**src/rtl/cfu_pkg.sv**
```systemverilog
// Shared defaults for the CFU interface modules and the reorder-slot state type.
package cfu_pkg;

  localparam int unsigned CFU_INTERFACE_ID_W_DEF = 16;
  localparam int unsigned CFU_FUNCTION_ID_W_DEF  = 16;
  localparam int unsigned CFU_REORDER_ID_W_DEF   = 8;
  localparam int unsigned CFU_REQ_RESP_ID_W_DEF  = 6;
  localparam int unsigned CFU_REQ_INPUTS_DEF     = 2;
  localparam int unsigned CFU_REQ_DATA_W_DEF     = 32;
  localparam int unsigned CFU_RESP_OUTPUTS_DEF   = 1;
  localparam int unsigned CFU_DEPTH_DEF          = 4;

  typedef enum logic [1:0] {
    SLOT_FREE    = 2'd0,
    SLOT_PENDING = 2'd1,
    SLOT_DONE    = 2'd2
  } slot_state_e;

endpackage

```
**src/rtl/cfu_reorder_table.sv**
```systemverilog
// Circular in-flight table: allocates slots in issue order, absorbs
// out-of-order responses by slot index, and presents the head slot for
// in-order retirement. Callers gate issue/resp_fire/retire with clock enable.
module cfu_reorder_table
  import cfu_pkg::*;
#(
  parameter int unsigned DEPTH  = 4,
  parameter int unsigned ID_W   = 6,
  parameter int unsigned DATA_W = 32,
  parameter int unsigned ERR_W  = 32
) (
  input  logic              clock,
  input  logic              reset,
  input  logic              issue,
  input  logic              resp_fire,
  input  logic [ID_W-1:0]   resp_id,
  input  logic [DATA_W-1:0] resp_data,
  input  logic              resp_ok,
  input  logic [ERR_W-1:0]  resp_error_id,
  input  logic              retire,
  output logic [ID_W-1:0]   tail_id,
  output logic              not_full,
  output logic              head_done,
  output logic [DATA_W-1:0] head_data,
  output logic              head_ok,
  output logic [ERR_W-1:0]  head_error_id,
  output logic              protocol_error
);

  localparam int unsigned PTR_W = $clog2(DEPTH);
  localparam logic [ID_W:0]  DEPTH_ID  = (ID_W+1)'(DEPTH);
  localparam logic [PTR_W:0] DEPTH_CNT = (PTR_W+1)'(DEPTH);

  slot_state_e       state     [DEPTH];
  logic [DATA_W-1:0] slot_data [DEPTH];
  logic              slot_ok   [DEPTH];
  logic [ERR_W-1:0]  slot_err  [DEPTH];

  logic [PTR_W-1:0] head;
  logic [PTR_W-1:0] tail;
  logic [PTR_W:0]   count;
  logic [PTR_W-1:0] resp_slot;
  logic             resp_hit;

  // Response lookup and head/tail views of the table.
  always_comb begin
    resp_slot = resp_id[PTR_W-1:0];
    // Range check first so an out-of-range id never aliases onto a live slot.
    resp_hit  = ({1'b0, resp_id} < DEPTH_ID) && (state[resp_slot] == SLOT_PENDING);
    tail_id   = '0;
    tail_id[PTR_W-1:0] = tail;
    not_full      = count < DEPTH_CNT;
    head_done     = state[head] == SLOT_DONE;
    head_data     = slot_data[head];
    head_ok       = slot_ok[head];
    head_error_id = slot_err[head];
  end

  // Slot states, pointers, occupancy and the sticky protocol error flag.
  always_ff @(posedge clock) begin
    if (reset) begin
      for (int unsigned i = 0; i < DEPTH; i++) state[i] <= SLOT_FREE;
      head           <= '0;
      tail           <= '0;
      count          <= '0;
      protocol_error <= 1'b0;
    end else begin
      // Issue, response and retire always address distinct slots, so all
      // three updates may land in the same cycle.
      if (issue) begin
        state[tail] <= SLOT_PENDING;
        tail        <= tail + PTR_W'(1);
      end
      if (resp_fire) begin
        if (resp_hit) state[resp_slot] <= SLOT_DONE;
        else          protocol_error   <= 1'b1;
      end
      if (retire) begin
        state[head] <= SLOT_FREE;
        head        <= head + PTR_W'(1);
      end
      case ({issue, retire})
        2'b10:   count <= count + (PTR_W+1)'(1);
        2'b01:   count <= count - (PTR_W+1)'(1);
        default: count <= count;
      endcase
    end
  end

  // Response payload capture; payload is only meaningful while a slot is DONE.
  always_ff @(posedge clock) begin
    if (resp_fire && resp_hit) begin
      slot_data[resp_slot] <= resp_data;
      slot_ok[resp_slot]   <= resp_ok;
      slot_err[resp_slot]  <= resp_error_id;
    end
  end

endmodule

```
**src/rtl/cfu_initiator.sv**
```systemverilog
// Core-side CFU master: passes commands straight through as requests,
// tracks them in a reorder table and returns results in issue order.
module cfu_initiator
  import cfu_pkg::*;
#(
  parameter int unsigned CFU_INTERFACE_ID_W = CFU_INTERFACE_ID_W_DEF,
  parameter int unsigned CFU_FUNCTION_ID_W  = CFU_FUNCTION_ID_W_DEF,
  parameter int unsigned CFU_REORDER_ID_W   = CFU_REORDER_ID_W_DEF,
  parameter int unsigned CFU_REQ_RESP_ID_W  = CFU_REQ_RESP_ID_W_DEF,
  parameter int unsigned CFU_REQ_INPUTS     = CFU_REQ_INPUTS_DEF,
  parameter int unsigned CFU_REQ_DATA_W     = CFU_REQ_DATA_W_DEF,
  parameter int unsigned CFU_RESP_OUTPUTS   = CFU_RESP_OUTPUTS_DEF,
  parameter int unsigned CFU_RESP_DATA_W    = CFU_REQ_DATA_W,
  parameter int unsigned CFU_ERROR_ID_W     = CFU_RESP_DATA_W,
  parameter int unsigned DEPTH              = CFU_DEPTH_DEF
) (
  input  logic                                       clock,
  input  logic                                       reset,
  input  logic                                       clock_en,
  output logic                                       cmd_ready,
  input  logic                                       cmd_valid,
  input  logic [CFU_INTERFACE_ID_W-1:0]              cmd_interface_id,
  input  logic [CFU_FUNCTION_ID_W-1:0]               cmd_function_id,
  input  logic [CFU_REORDER_ID_W-1:0]                cmd_reorder_id,
  input  logic [CFU_REQ_INPUTS*CFU_REQ_DATA_W-1:0]   cmd_data,
  input  logic                                       req_ready,
  output logic                                       req_valid,
  output logic [CFU_INTERFACE_ID_W-1:0]              req_interface_id,
  output logic [CFU_FUNCTION_ID_W-1:0]               req_function_id,
  output logic [CFU_REORDER_ID_W-1:0]                req_reorder_id,
  output logic [CFU_REQ_RESP_ID_W-1:0]               req_id,
  output logic [CFU_REQ_INPUTS*CFU_REQ_DATA_W-1:0]   req_data,
  output logic                                       resp_ready,
  input  logic                                       resp_valid,
  input  logic [CFU_REQ_RESP_ID_W-1:0]               resp_id,
  input  logic [CFU_RESP_OUTPUTS*CFU_RESP_DATA_W-1:0] resp_data,
  input  logic                                       resp_ok,
  input  logic [CFU_ERROR_ID_W-1:0]                  resp_error_id,
  input  logic                                       result_ready,
  output logic                                       result_valid,
  output logic [CFU_RESP_OUTPUTS*CFU_RESP_DATA_W-1:0] result_data,
  output logic                                       result_ok,
  output logic [CFU_ERROR_ID_W-1:0]                  result_error_id,
  output logic                                       protocol_error
);

  localparam int unsigned RESULT_W = CFU_RESP_OUTPUTS * CFU_RESP_DATA_W;

  logic active;
  logic not_full;
  logic issue;
  logic resp_fire;
  logic retire;
  logic head_done;

  // Handshake gating and command-to-request pass-through.
  always_comb begin
    active           = clock_en & ~reset;
    req_valid        = cmd_valid & not_full & active;
    cmd_ready        = req_ready & not_full & active;
    issue            = req_valid & req_ready;
    resp_ready       = active;
    resp_fire        = resp_valid & active;
    result_valid     = head_done & active;
    retire           = result_valid & result_ready;
    req_interface_id = cmd_interface_id;
    req_function_id  = cmd_function_id;
    req_reorder_id   = cmd_reorder_id;
    req_data         = cmd_data;
  end

  cfu_reorder_table #(
    .DEPTH  (DEPTH),
    .ID_W   (CFU_REQ_RESP_ID_W),
    .DATA_W (RESULT_W),
    .ERR_W  (CFU_ERROR_ID_W)
  ) u_table (
    .clock          (clock),
    .reset          (reset),
    .issue          (issue),
    .resp_fire      (resp_fire),
    .resp_id        (resp_id),
    .resp_data      (resp_data),
    .resp_ok        (resp_ok),
    .resp_error_id  (resp_error_id),
    .retire         (retire),
    .tail_id        (req_id),
    .not_full       (not_full),
    .head_done      (head_done),
    .head_data      (result_data),
    .head_ok        (result_ok),
    .head_error_id  (result_error_id),
    .protocol_error (protocol_error)
  );

endmodule

```
**config.mk**
```make
export PLATFORM = sky130hd
export DESIGN_NAME = cfu_initiator
export DESIGN_NICKNAME = d
export VERILOG_FILES = /design/src/rtl/cfu_pkg.sv /design/src/rtl/cfu_reorder_table.sv /design/src/rtl/cfu_initiator.sv
export SDC_FILE = /design/constraint.sdc
export NUM_CORES = 1
export LEC_CHECK = 0
export CAP_MARGIN = 20
export CORE_MARGIN = 2
export CORE_UTILIZATION = 48
export CTS_BUF_LIST = sky130_fd_sc_hd__clkbuf_2 sky130_fd_sc_hd__clkbuf_4 sky130_fd_sc_hd__clkbuf_8
export CTS_CLUSTER_DIAMETER = 30
export DETAILED_ROUTE_END_ITERATION = 12
export PLACE_DENSITY = 0.83
export SYNTH_ARGS = -nofsm -noshare
export SYNTH_HDL_FRONTEND = slang
export SYNTH_HIERARCHICAL = 1
export SYNTH_SLANG_ARGS = --single-unit
```
**constraint.sdc**
```tcl
create_clock -name clock -period 5.1 [get_ports clock]
set_input_delay 1.02 -clock clock [delete_from_list [all_inputs] [get_ports clock]]
set_output_delay 1.02 -clock clock [all_outputs]
set_load 0.02 [all_outputs]
```
==> impl_metrics.csv, run 1 <==
group,metric,value,unit
final_layout,comb_area_share,0.157,
sta,hold_viol_final,0,
die,ioPinCount,362,
final_layout,reg_top3,"u_table/slot_data x128, u_table/slot_err x128, u_table/state x8",
clock_network,clkSinkCount,278,
yosys,yosys-stat-cells,562,
setup_path,cp_slowest_stage_delay,0.78,ns
die,taps,313,
yosys,yosys.cell_count.top_type,"edfxtp_1",
power_and_ir_drop,ir_drop,154,uV
placed_design,dp_cells,907,
global_routing,grt_util_met1,0.201,
die,rows,55,
global_routing,grt-ovfl-total,0,
status,status,"finished, final reports clean",
sta,tightest_slew,0.929,ns
clock_network,htree_num_levels,2,
setup_path,crit_slowest_cell,"dfxtp_4",
final_layout,sh_seq_area,0.614,
power_and_ir_drop,p_int,3.85,mW
final_layout,seq_area,0.00817,mm^2
drt,antenna_left,0,
drt,met3_length,2910,um
final_layout,layout_top_cell,"edfxtp_1",
power_and_ir_drop,switchingPower,0.842,mW
yosys,netlist_area,0.0112,mm^2
power_and_ir_drop,p_comb,0.104,mW
yosys,area_leaders,"edfxtp_1 70%, mux4_2 11%, buf_4 7.2%",
placed_design,dpl.hpwl,16200,um
yosys,synthSimpleGateAreaFrac,0.0260,
yosys,ys_sh_aoi,0.0141,
worst_hold_path,hold_end,"u_table/state[3][1]",
setup_path,path_cells,"buf_12 > mux4_2 > clkdlybuf4s50_1",
final_layout,inv_count,14,
power_and_ir_drop,power,4.69,mW
final_layout,buffers,155,
power_and_ir_drop,power_leakage,4.23,nW
setup_path,cp_max_fo,35,
drt,wl_met1,7650,um
global_routing,antenna_found_initial,2,
final_layout,mi_logic_area,0.00209,mm^2
clock_network,clock_latency,0.52,ns
sta,drv_slew,0,
sta,fmax,261,MHz
sta,postLayoutSetupSlackWorst,1.26,ns
setup_path,crit_buf_inv,2,
setup_path,crit_path_end_kind,"output port",
yosys,ys_area,0.0112,mm^2
sta,whs,0.478,ns
placed_design,port_buffers,149,
power_and_ir_drop,clkPwrFrac,0.446,
yosys,muxShareOfSynthArea,0.134,
yosys,yosysTopAreaCellShare,0.697,
yosys,yosysTopAreaCell,"edfxtp_1",
die,die_x,157,um
power_and_ir_drop,powerSeq,2.49,mW
sta,relSlewSlack,0.380,
yosys,ys.flops,278,
final_layout,fin_area,0.0133,mm^2
final_layout,lay_top_cells,"260 x edfxtp_1, 149 x clkdlybuf4s50_1, 57 x mux4_2, 45 x clkbuf_8, 16 x dfxtp_1",
yosys,synth.distinct_cells,46,
yosys,ys_sh_xor,0.00313,
setup_path,cp_top_family,"buffers and inverters",
placed_design,pre_cts_ws,1.10,ns
final_layout,nMultiInputCombCells,147,
setup_path,critical_path.endpoint,"result_data[5]",
drt,drt_iter0_markers,405,
yosys,top_cells_by_count,"260 x edfxtp_1, 108 x buf_4, 57 x mux4_2, 18 x dfxtp_1, 14 x inv_1",
final_layout,seq_cells,278,
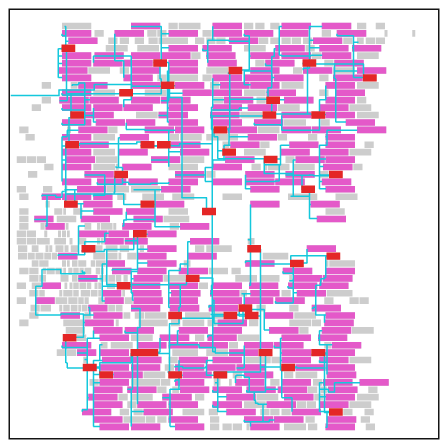
run_1/clock_wires.png
clock wires: in cyan, length 2,920 um. clock-net drivers: in red, count 45. flip-flops: in magenta, count 278.
There are 46 routed clock nets.

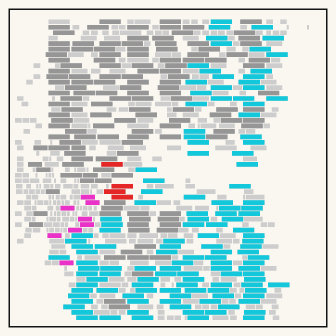
run_1/ff_map.png
Other sequential cells in the stronger gray, the rest of the logic in the fainter gray.
u_table/slot_ok: in red, sequential cells 4. u_table/state: in magenta, sequential cells 8. u_table/slot_err: in cyan, sequential cells 128.
Another 138 sequential cells are not colored.

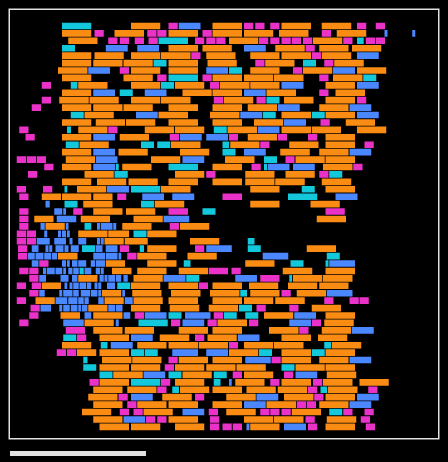
run_1/class_map.png
Scale bar: 50 um.
remaining logic cells: in blue, cells 161. clock drivers and dummy loads: in cyan, cells 74. remaining buffers and delay cells: in magenta, cells 155. registers: in orange, cells 278.

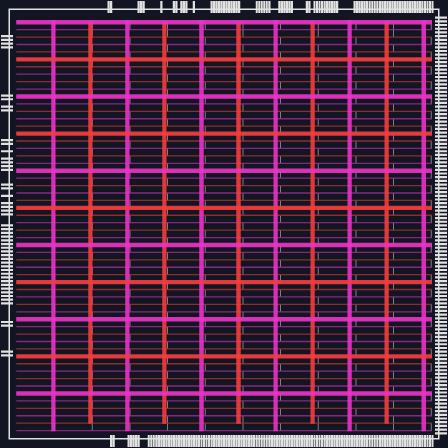
run_1/floorplan.png
Pins as bars on the die edge. Tap cells in gray.
VSS: in magenta. VDD: in red.
The core has 55 rows. 11 straps on met4.

run_1/congestion_map.png
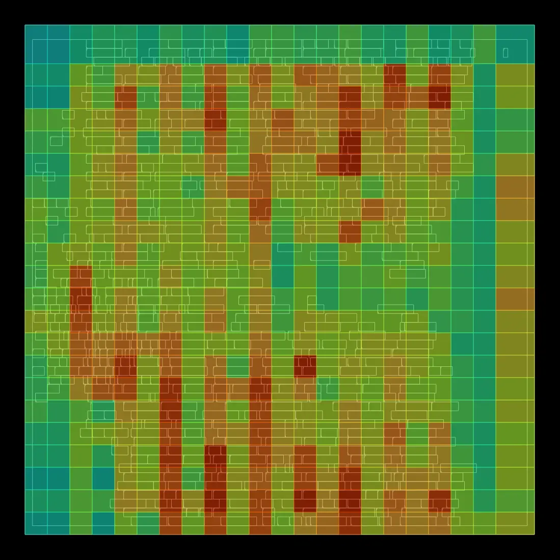

==> run 2, diff against run 1 <==
==> constraint.sdc (replaced) <==
create_clock -name clock -period 3.6 [get_ports clock]
set_input_delay 0.72 -clock clock [delete_from_list [all_inputs] [get_ports clock]]
set_output_delay 0.72 -clock clock [all_outputs]
set_load 0.02 [all_outputs]
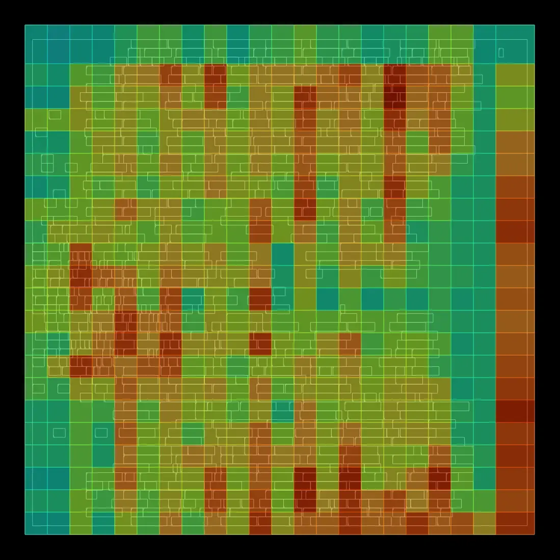
run_2/congestion_map.png
met3 usage: 0.0667
drt wl/cell: 24.4 um
GR Layer Usage met2: 0.352
M1 GR Usage: 0.200
Final Util: 0.584

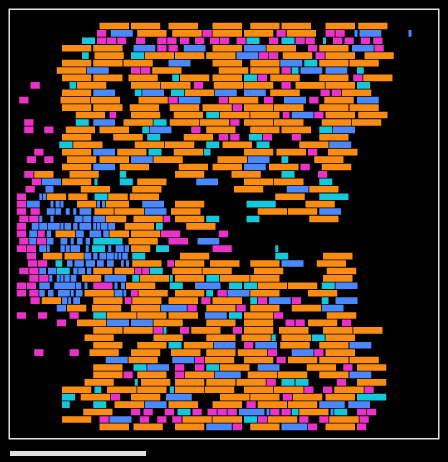
run_2/class_map.png
Scale bar: 50 um.
registers: in orange, cells 278. clock drivers and dummy loads: in cyan, cells 79. remaining buffers and delay cells: in magenta, cells 162. remaining logic cells: in blue, cells 161.

==> run 2 against run 1 <==
Net effect:
- combinational power up 45%
- first-iteration DRC count decreased by 5.7%
- design area about the same
- core utilization hardly changed
- cell count is 1.1% higher
- synthesized cell count unchanged
- clock-buffer cell count grew 9
- critical path type unchanged
- largest cell class unchanged
==> impl_metrics.csv, run 2 <==
group,metric,value,unit
status,status,"finished, final reports clean",
yosys,top_cells_by_count,"260 x edfxtp_1, 108 x buf_4, 57 x mux4_2, 18 x dfxtp_1, 14 x inv_1",
yosys,yosys.cell_count.top_type,"edfxtp_1",
die,die_x,157,um
yosys,ys.flops,278,
drt,post-route-drc-count,0,
final_layout,sh_seq_area,0.614,
clock_network,cts_resized,0,
yosys,muxShareOfSynthArea,0.134,
final_layout,layout_top_cell,"edfxtp_1",
die,rows,55,
sta,tightest_slew,0.549,ns
setup_path,cp_slowest_stage_delay,0.60,ns
final_layout,lay_top_cells,"260 x edfxtp_1, 149 x clkdlybuf4s50_1, 57 x mux4_2, 48 x clkbuf_8",
setup_path,crit_slowest_cell,"dfxtp_4",
drt,drt_iter0_markers,382,
drt,topRoutingLayerUsed,"met5",
setup_path,crit_buf_inv,2,
yosys,ys_sh_xor,0.00313,
final_layout,inv_count,14,
sta,relSlewSlack,0.625,
power_and_ir_drop,power,6.52,mW
final_layout,seq_area,0.00817,mm^2
final_layout,reg_top3,"u_table/slot_data x128, u_table/slot_err x128, u_table/state x8",
yosys,netlist_area,0.0112,mm^2
power_and_ir_drop,switchingPower,1.22,mW
power_and_ir_drop,p_int,5.30,mW
sta,drv_slew,0,
yosys,yosysTopAreaCellShare,0.697,
setup_path,cp_max_fo,31,
yosys,yosysTopAreaCell,"edfxtp_1",
final_layout,drive_gt1_frac,0.232,
yosys,area_leaders,"edfxtp_1 70%, mux4_2 11%, buf_4 7.2%",
sta,fmax,298,MHz
final_layout,comb_area_share,0.157,
drt,met3_length,1970,um
clock_network,clkSinkCount,278,
final_layout,seq_cells,278,
die,fp.dieArea,0.0246,mm^2
worst_hold_path,hold_start,"u_table/state[1][1]",
final_layout,nMultiInputCombCells,147,
sta,hold_viol_final,0,
drt,wl_met1,7940,um
power_and_ir_drop,ir_drop,211,uV
sta,postLayoutSetupSlackWorst,0.242,ns
clock_network,htree_num_levels,2,
die,ioPinCount,362,
global_routing,grt-ovfl-total,0,
final_layout,fin_area,0.0133,mm^2
yosys,synthSimpleGateAreaFrac,0.0260,
worst_hold_path,min-delay-path-class,"register to register",
setup_path,start_kind,"register",
final_layout,top_area_cell_class,"sequential cells",
yosys,synth.distinct_cells,46,
drt,antenna_left,0,
global_routing,top_usage_layer,"met2",
placed_design,port_buffers,149,
power_and_ir_drop,power_leakage,4.25,nW
placed_design,pre_cts_ws,0.552,ns
global_routing,grt_use_total,0.196,
setup_path,cp_top_family,"buffers and inverters",
yosys,ys_sh_aoi,0.0141,
job,drv_cap,0,
die,taps,313,
setup_path,crit_path_end_kind,"output port",
sta,whs,0.511,ns
placed_design,dpl.hpwl,16400,um
die,die_h,157,um
yosys,syn_area_per_cell,19.9,um^2
worst_hold_path,hold_end,"u_table/state[1][1]",
power_and_ir_drop,powerSeq,3.53,mW
yosys,yosys-stat-cells,562,
yosys,ys_area,0.0112,mm^2
clock_network,clock_latency,0.53,ns
setup_path,path_cells,"buf_12 > mux4_1 > clkdlybuf4s50_1",
placed_design,dp_cells,914,
sta,rsz0062_at_grt,"false",
final_layout,nets,836,
setup_path,reg2reg_depth,10,
power_and_ir_drop,power_leader,"registers",
final_layout,buffers,162,
final_layout,mi_logic_area,0.00209,mm^2
power_and_ir_drop,clkPwrFrac,0.435,
setup_path,critical_path.endpoint,"result_error_id[17]",
global_routing,antenna_found_initial,0,
power_and_ir_drop,p_comb,0.151,mW
Power figures rest on the tool's default switching activity, not on a simulated workload.
